$ cat src/rtl/muldiv_pkg.sv
// Shared types and encodings for the sequential multiply/divide unit.
package muldiv_pkg;

    typedef enum logic [1:0] {
        IDLE = 2'd0,
        RUN  = 2'd1,
        DONE = 2'd2
    } state_t;

    localparam logic OP_MULTU = 1'b0;
    localparam logic OP_DIVU  = 1'b1;

    localparam logic [3:0] ALU_ADD = 4'd0;
    localparam logic [3:0] ALU_SUB = 4'd1;
    localparam logic [3:0] ALU_AND = 4'd2;
    localparam logic [3:0] ALU_OR  = 4'd3;

    localparam int XLEN = 32;

    // Counter value of the final (32nd) iteration
    localparam logic [4:0] LAST_ITER = 5'd31;

endpackage

$ cat src/rtl/muldiv_seq_if.sv
// Bus to the shared ALU: request/grant plus operands and result.
// The muldiv block is the master; the ALU/arbiter side is the slave.
interface muldiv_seq_if;
    import muldiv_pkg::*;

    logic            alu_req;
    logic            alu_gnt;
    logic [3:0]      alu_ctl;
    logic [XLEN-1:0] alu_a;
    logic [XLEN-1:0] alu_b;
    logic [XLEN-1:0] alu_out;

    modport master (
        output alu_req, alu_ctl, alu_a, alu_b,
        input  alu_gnt, alu_out
    );

    modport slave (
        input  alu_req, alu_ctl, alu_a, alu_b,
        output alu_gnt, alu_out
    );

endinterface

$ cat src/rtl/muldiv_seq.sv
// Sequential 32-bit unsigned multiply/divide using a shared external ALU.
// One shift-add (MULTU) or restoring-divide (DIVU) step per granted cycle,
// 32 steps per operation; {hi,lo} doubles as accumulator and result.
module muldiv_seq
    import muldiv_pkg::*;
(
    input  logic            clk,
    input  logic            rst,
    input  logic            start,
    input  logic            op,
    input  logic [XLEN-1:0] src_a,
    input  logic [XLEN-1:0] src_b,
    output logic            busy,
    output logic            done,
    output logic [XLEN-1:0] hi,
    output logic [XLEN-1:0] lo,
    muldiv_seq_if.master    alu
);

    state_t          state;
    state_t          state_next;
    logic            op_q;
    logic [XLEN-1:0] mcand;      // multiplicand or divisor
    logic [4:0]      cnt;

    logic [XLEN-1:0] hi_next;
    logic [XLEN-1:0] lo_next;
    logic [XLEN-1:0] div_a;      // partial remainder shifted left by one
    logic            carry;
    logic            ge;
    logic            div_zero;

    assign div_a    = {hi[XLEN-2:0], lo[XLEN-1]};
    assign div_zero = (op == OP_DIVU) && (src_b == '0);
    assign busy     = (state != IDLE);
    assign done     = (state == DONE);

    // Next state, ALU drive and the per-iteration hi/lo update
    always_comb begin
        state_next  = state;
        alu.alu_req = 1'b0;
        alu.alu_ctl = '0;
        alu.alu_a   = '0;
        alu.alu_b   = '0;
        hi_next     = hi;
        lo_next     = lo;
        carry       = 1'b0;
        ge          = 1'b0;
        case (state)
            IDLE: begin
                if (start)
                    state_next = div_zero ? DONE : RUN;
            end
            RUN: begin
                alu.alu_req = 1'b1;
                if (op_q == OP_MULTU) begin
                    alu.alu_ctl = ALU_ADD;
                    alu.alu_a   = hi;
                    alu.alu_b   = lo[0] ? mcand : '0;
                    // Unsigned add overflowed iff the sum wrapped below an operand
                    carry       = (alu.alu_out < hi);
                    hi_next     = {carry, alu.alu_out[XLEN-1:1]};
                    lo_next     = {alu.alu_out[0], lo[XLEN-1:1]};
                end else begin
                    alu.alu_ctl = ALU_SUB;
                    alu.alu_a   = div_a;
                    alu.alu_b   = mcand;
                    // hi[31] means the shifted remainder is a 33-bit value,
                    // certainly >= divisor; the 32-bit difference is still exact
                    ge          = hi[XLEN-1] | (div_a >= mcand);
                    hi_next     = ge ? alu.alu_out : div_a;
                    lo_next     = {lo[XLEN-2:0], ge};
                end
                if (alu.alu_gnt && cnt == LAST_ITER)
                    state_next = DONE;
            end
            DONE: begin
                state_next = IDLE;
            end
            default: begin
                state_next = IDLE;
            end
        endcase
    end

    // State register, operand capture and iteration commit
    always_ff @(posedge clk) begin
        if (rst) begin
            state <= IDLE;
            op_q  <= OP_MULTU;
            mcand <= '0;
            cnt   <= '0;
            hi    <= '0;
            lo    <= '0;
        end else begin
            state <= state_next;
            case (state)
                IDLE: begin
                    if (start) begin
                        op_q <= op;
                        if (div_zero) begin
                            hi <= src_a;
                            lo <= '1;
                        end else begin
                            mcand <= (op == OP_DIVU) ? src_b : src_a;
                            lo    <= (op == OP_DIVU) ? src_a : src_b;
                            hi    <= '0;
                            cnt   <= '0;
                        end
                    end
                end
                RUN: begin
                    // Without a grant the ALU result is not ours; hold everything
                    if (alu.alu_gnt) begin
                        hi  <= hi_next;
                        lo  <= lo_next;
                        cnt <= cnt + 5'd1;
                    end
                end
                default: ;
            endcase
        end
    end

endmodule

$ cat src/flat_wrapper.sv
// flat-port wrapper written by rule: the top's interface ports become plain ports
module muldiv_seq_flat import muldiv_pkg::*;
  (clk, rst, start, op, src_a, src_b, busy, done, hi, lo, alu_alu_req, alu_alu_ctl, alu_alu_a, alu_alu_b, alu_alu_gnt, alu_alu_out);
  muldiv_seq_if alu_i ();
  input  logic clk;
  input  logic rst;
  input  logic start;
  input  logic op;
  input  logic [XLEN-1:0] src_a;
  input  logic [XLEN-1:0] src_b;
  output logic busy;
  output logic done;
  output logic [XLEN-1:0] hi;
  output logic [XLEN-1:0] lo;
  output wire logic [$bits(alu_i.alu_req)-1:0] alu_alu_req;
  output wire logic [$bits(alu_i.alu_ctl)-1:0] alu_alu_ctl;
  output wire logic [$bits(alu_i.alu_a)-1:0] alu_alu_a;
  output wire logic [$bits(alu_i.alu_b)-1:0] alu_alu_b;
  input wire logic [$bits(alu_i.alu_gnt)-1:0] alu_alu_gnt;
  input wire logic [$bits(alu_i.alu_out)-1:0] alu_alu_out;
  assign alu_alu_req = alu_i.alu_req;
  assign alu_alu_ctl = alu_i.alu_ctl;
  assign alu_alu_a = alu_i.alu_a;
  assign alu_alu_b = alu_i.alu_b;
  assign alu_i.alu_gnt = alu_alu_gnt;
  assign alu_i.alu_out = alu_alu_out;
  muldiv_seq u_core (.clk(clk), .rst(rst), .start(start), .op(op), .src_a(src_a), .src_b(src_b), .busy(busy), .done(done), .hi(hi), .lo(lo), .alu(alu_i));
endmodule
$ cat config.mk
export PLATFORM = sky130hd
export DESIGN_NAME = muldiv_seq_flat
export DESIGN_NICKNAME = d
export VERILOG_FILES = /design/src/rtl/muldiv_pkg.sv /design/src/rtl/muldiv_seq_if.sv /design/src/rtl/muldiv_seq.sv /design/src/flat_wrapper.sv
export SDC_FILE = /design/constraint.sdc
export NUM_CORES = 1
export LEC_CHECK = 0
export CAP_MARGIN = 20
export CELL_PAD_IN_SITES_DETAIL_PLACEMENT = 0
export CELL_PAD_IN_SITES_GLOBAL_PLACEMENT = 2
export CORE_ASPECT_RATIO = 1.4
export CORE_MARGIN = 2
export CORE_UTILIZATION = 29
export DETAILED_ROUTE_END_ITERATION = 16
export GPL_ROUTABILITY_DRIVEN = 0
export PLACE_DENSITY_LB_ADDON = 0.1
export SYNTH_ARGS = -nofsm -noshare
export SYNTH_HDL_FRONTEND = slang
export SYNTH_SLANG_ARGS = --single-unit
$ cat constraint.sdc
create_clock -name clk -period 4.5 [get_ports clk]
set_input_delay 0.9 -clock clk [delete_from_list [all_inputs] [get_ports clk]]
set_output_delay 0.9 -clock clk [all_outputs]
set_load 0.01 [all_outputs]
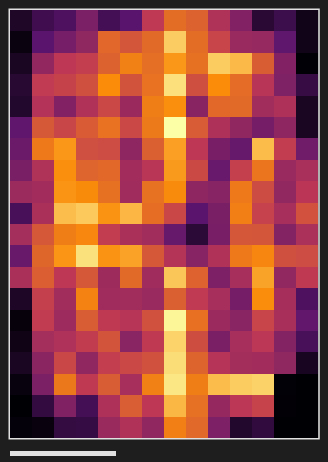
Figure 1: wire density map.
The bar under the picture is 50 um long. The die is cut into 14 by 20 equal tiles; black is low, pale yellow is high, scaled to the fullest tile. Values are wire area over tile area, all layers added.
mean over tiles: 0.17
nearly empty tiles: 3.6%
fullest tile: 0.35

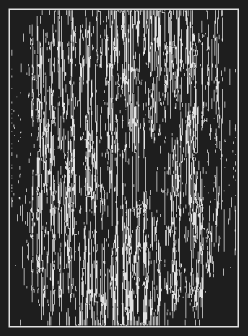
Figure 2: met2 routing.
main direction: vertical
nets with wire on the layer: 1063
Routed Wire Length: 31800 um
Global Route met2 Usage: 0.345

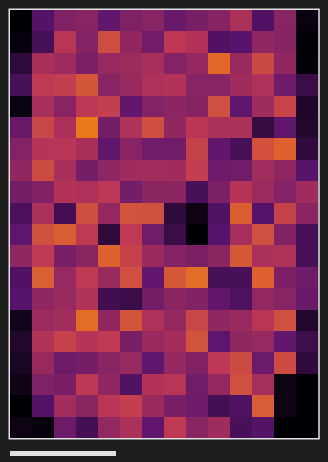
Figure 3: local utilization.
The bar under the picture is 50 um long. The die is cut into 14 by 20 equal tiles; black is low, pale yellow is high, 0 to 100% covered.
nearly empty tiles: 3.2%
mean over tiles: 36%
fullest tile: 69%
core footprint: 0.0275 sq mm
initial cell density of the core: 0.293

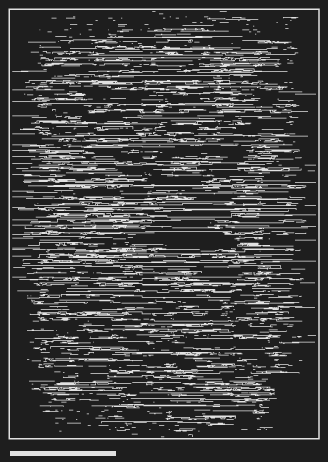
Figure 4: M1 wires.
The bar under the picture is 50 um long.
main direction: horizontal
wire length on this layer: 15100 um
longest straight run: 63.5 um

==> run notes <==
Entry: Yosys synthesis followed by OpenROAD place and route.

Outcome:
- The run finished with clean final reports.

Critical path:
- The run gives the number of cell instances on the worst register-to-register path as 10.
- In this run the worst setup path begins at u_core.op_q.
- The run puts the data arrival time of the worst path at 2610 ps.
- STA lists the endpoint of the worst register-to-register path as u_core.hi[23].
- The run gives the standard cell with the maximum stage delay on the critical path as dfxtp_4.
- STA classifies the critical path startpoint as a flip-flop.
- The run puts the critical path data required time at 3600 ps.
- The run puts the peak fanout along the critical path at 49.
- The run gives the delay contributed by the slowest stage of the critical path as 690 ps.
- The worst register-to-register path has a setup slack of 1300 ps.
- The worst setup path is of the flip-flop to output pin kind.
- The run gives the nature of the critical path endpoint as an output pin.
- The run gives the family of cells with the greatest summed delay on the critical path as buffers and inverters.
- The number of buffers and inverters on the critical path is 2.
- The run gives the startpoint of the worst-slack reg-to-reg timing path as u_core.lo[31].
- The STA report counts the stages on the worst setup path as 4.

Yosys:
- The run gives the count of instantiated cells in the yosys netlist as 1007.
- The run puts the instance tally after logic synthesis at 1007.
- Sorting the synthesis cell report by count puts at the top mux2i_1.
- The run gives the number of storage elements in the synthesis netlist as 104.
- The run gives the async set-reset flop share out of synthesis as 0.
- The run puts the share of synthesized area occupied by flip-flops and latches at 0.258.
- By area the synthesized netlist is led by dfxtp_1 26%, mux2i_1 20%, ha_1 10%, nor2_1 5.2%, a221oi_1 3.7%.
- The run puts the post-synthesis cell type count at 46.
- The run puts the post-synthesis cell area at 0.00806 sq mm.
- The run gives the number of synthesis warnings as 0.
- Among all flip-flop cells after synthesis, the most frequent one is dfxtp_1.
- The run puts the portion of synthesized cell area occupied by the leading cell type at 0.258.
- dfxtp_1 takes more of the synthesized area than any other cell.
- Counting flops with a built-in enable in the synthesized netlist gives 0.
- By count the netlist is led by 159 x mux2i_1, 111 x nor2_1, 104 x dfxtp_1.

Placed design:
- Note, the detailed placer reported a final HPWL of 24300 um.
- The buffer_ports step reported a buffer count of 232.
- The number of placed instances, taps included, is 1546.
- The run gives the instance area after placement as 0.0106 sq mm.

Pwr:
- The power report puts the net switching power at 1.08 mW.
- The run puts the worst voltage drop across the vdd grid at 0.195 mV.
- The run gives the internal power summed over all cells as 1.92 mW.
- The run gives the clock share of power as 0.290.
- The run gives the power density normalized to cell area as 275 mW/mm^2.
- The run puts the switching power as a share of total power at 0.360.
- The leakage power in the latest report is 4.06 nW.

Finish:
- The run gives the final instance area as 0.0110 sq mm.
- The run gives the filler-free cell count of the finished design as 1564.
- Per the final layout report, the fraction of cells sized above drive strength 1 comes to 0.0394.
- The run puts the number of nets in the layout at 1353.

Timing:
- The highest clock rate this design can be run at is 0.285 GHz.
- At the pin with the least slew margin, the transition time is 807 ps.
- Setup repair after global routing left no endpoint under its margin.
- The run puts the final clock skew at 7.74 ps.
- The final layout reports a setup TNS of 0 ps.
- The run puts the total of endpoints with negative setup slack in the final report at 0.

Die:
- The run puts the total die size at 0.0292 sq mm.
- The run puts the row count at 72.
- Per the OpenROAD floorplan log, the width of the die is 145 um.
- The run puts the count of boundary I/O pins at 236.
- The run gives the vertical die size as 201 um.

Run:
- Across the run, the number of max-cap violations was 0.
- The stage logs contain a warning count of 26.

CTS:
- The run puts the deepest level of the CTS H-tree at 3.
- The run gives the worst-case clock buffer depth as 2.
- The run gives the buffers inserted during post-CTS setup optimization as 0.
- TritonCTS built the clock tree.
- TritonCTS created 9 clock buffers.
- The run gives the clock latency at the later pin of the worst-skew pair as 360 ps.
- According to the CTS report, the clock sink count is 104.
- The run puts the count of cells resized by post-cts repair at 0.
- For this design, the CTS-stage hold fixing added 0 buffers.
- Looking at the clock tree report, the root buffer type is clkbuf_16.

Global routing:
- The global route stage reports its total congestion overflow as 0.
- The run puts the number of antenna violations at the first check in global routing at 2.
- The run puts the via count of the first global-routing pass at 7912.
- The run puts the global-route usage over all layers at 0.218.
- The run gives the largest net degree at the start of global routing as 70.
- The run puts the global-route wire length before repair at 48400 um.

Route:
- Per the detail_route report, the via count comes to 7982.
- In the routed layout, each cell is associated on average with a via count of 5.10.
- The run gives the average wire per standard cell as 20.3 um.
- The run gives the post-detailed-route count of antenna-violating nets as 0.
- The run gives the DRC violation count after routing as 0.
- The run gives the count of TritonRoute iterations in the first routing pass as 7.
- The run gives the number of DRC markers in iteration 0 as 387.

Min path:
- The min-delay analysis places its worst path in the category flip-flop to flip-flop.
==> power groups by stage <==
stage | Clock [mW] | Combinational (mW) | Sequential (mW)
after global routing | 0.935 | 1.14 | 1.12
after floorplan | 0 | 0.630 | 1.10
after detailed placement | 0 | 1.04 | 1.12
after global placement | 0 | 1.04 | 1.12
after CTS | 0.901 | 1.05 | 1.10
final | 0.871 | 1.03 | 1.10
==> cell families after synthesis <==
kind of cell / after synthesis / share of synthesized area
xor gates and xnor gates: 3 / 0.00326
other: 1 / 0.000465
AOI/OAI and AO/OA: 250 / 0.202
muxes: 160 / 0.199
adders and majority gates: 65 / 0.101
buffers and inverters: 149 / 0.0764
DFF: 104 / 0.258
and+or+nand+nor: 275 / 0.160
==> state kept, by name, indices dropped and copies added, names as in the netlist <==
signal	cells
u_core.state	2
u_core.op_q	1
u_core.lo	32
u_core.cnt	5
u_core.hi	32
u_core.mcand	32
==> per-layer routing <==
layer,up-vias,wire (um),GRT usage
met5,-,0,0
met4,0,667,0.0610
met3,27,1070,0.0283
met2,167,14900,0.345
met1,3786,15100,0.309
li1,4002,-,-
==> area by class of cell <==
| type | count | area [sq um] |
|---|---|---|
| Antenna cell | 2 | 5.00 |
| Clock inverter | 5 | 63.8 |
| Clock buffer | 11 | 243 |
| Sequential cell | 104 | 2090 |
| Timing Repair Buffer | 249 | 2440 |
| Multi-Input combinational cell | 756 | 5400 |
| Fill cell | 2882 | 16500 |
| Tap cell | 370 | 463 |
| Inverter | 67 | 251 |
==> worst min path at each step <==
| stage | from | end | slack (ps) | depth (start not counted) |
|---|---|---|---|---|
| finish | u_core.mcand[9] | u_core.mcand[9] | 500 | 2 |
| global route | u_core.mcand[31] | u_core.mcand[31] | 530 | 2 |
| CTS | u_core.mcand[9] | u_core.mcand[9] | 500 | 2 |
| detailed placement | u_core.cnt[1] | u_core.cnt[1] | 490 | 2 |
| global placement | u_core.cnt[1] | u_core.cnt[1] | 480 | 2 |
| floorplan | u_core.cnt[1] | u_core.cnt[1] | 460 | 2 |
==> stage by stage <==
step	util	worst slack [ps]	hold slack [ps]	total power, mW
finish	0.399	995	503	3.01
floorplan	-	2130	463	1.73
global route	0.399	829	526	3.19
CTS	0.398	948	504	3.05
detailed placement	0.387	831	491	2.17
global placement	0.387	901	484	2.17
==> worst register-to-register path: stages, from the launching register on <==
cell	delay (ps)
dfxtp_1	530
inv_1	110
ha_1	300
nor3b_1	240
o21ai_1	110
a221oi_1	350
o221ai_2	200
a31oi_4	500
buf_4	390
mux2i_1	260
o21ai_1	100
==> cell usage in the layout, fill, tap and decap left out, drive strengths merged, types with 42 or more instances in the layout <==
cell type	netlist	routed
inv	67	69
a21oi	57	57
ha	65	65
o21ai	74	74
dfxtp	104	104
mux2i	159	159
nor3	42	42
clkdlybuf4s50	0	230
nor2	111	111
nand2	51	51
Power figures rest on the tool's default switching activity, not on a simulated workload.
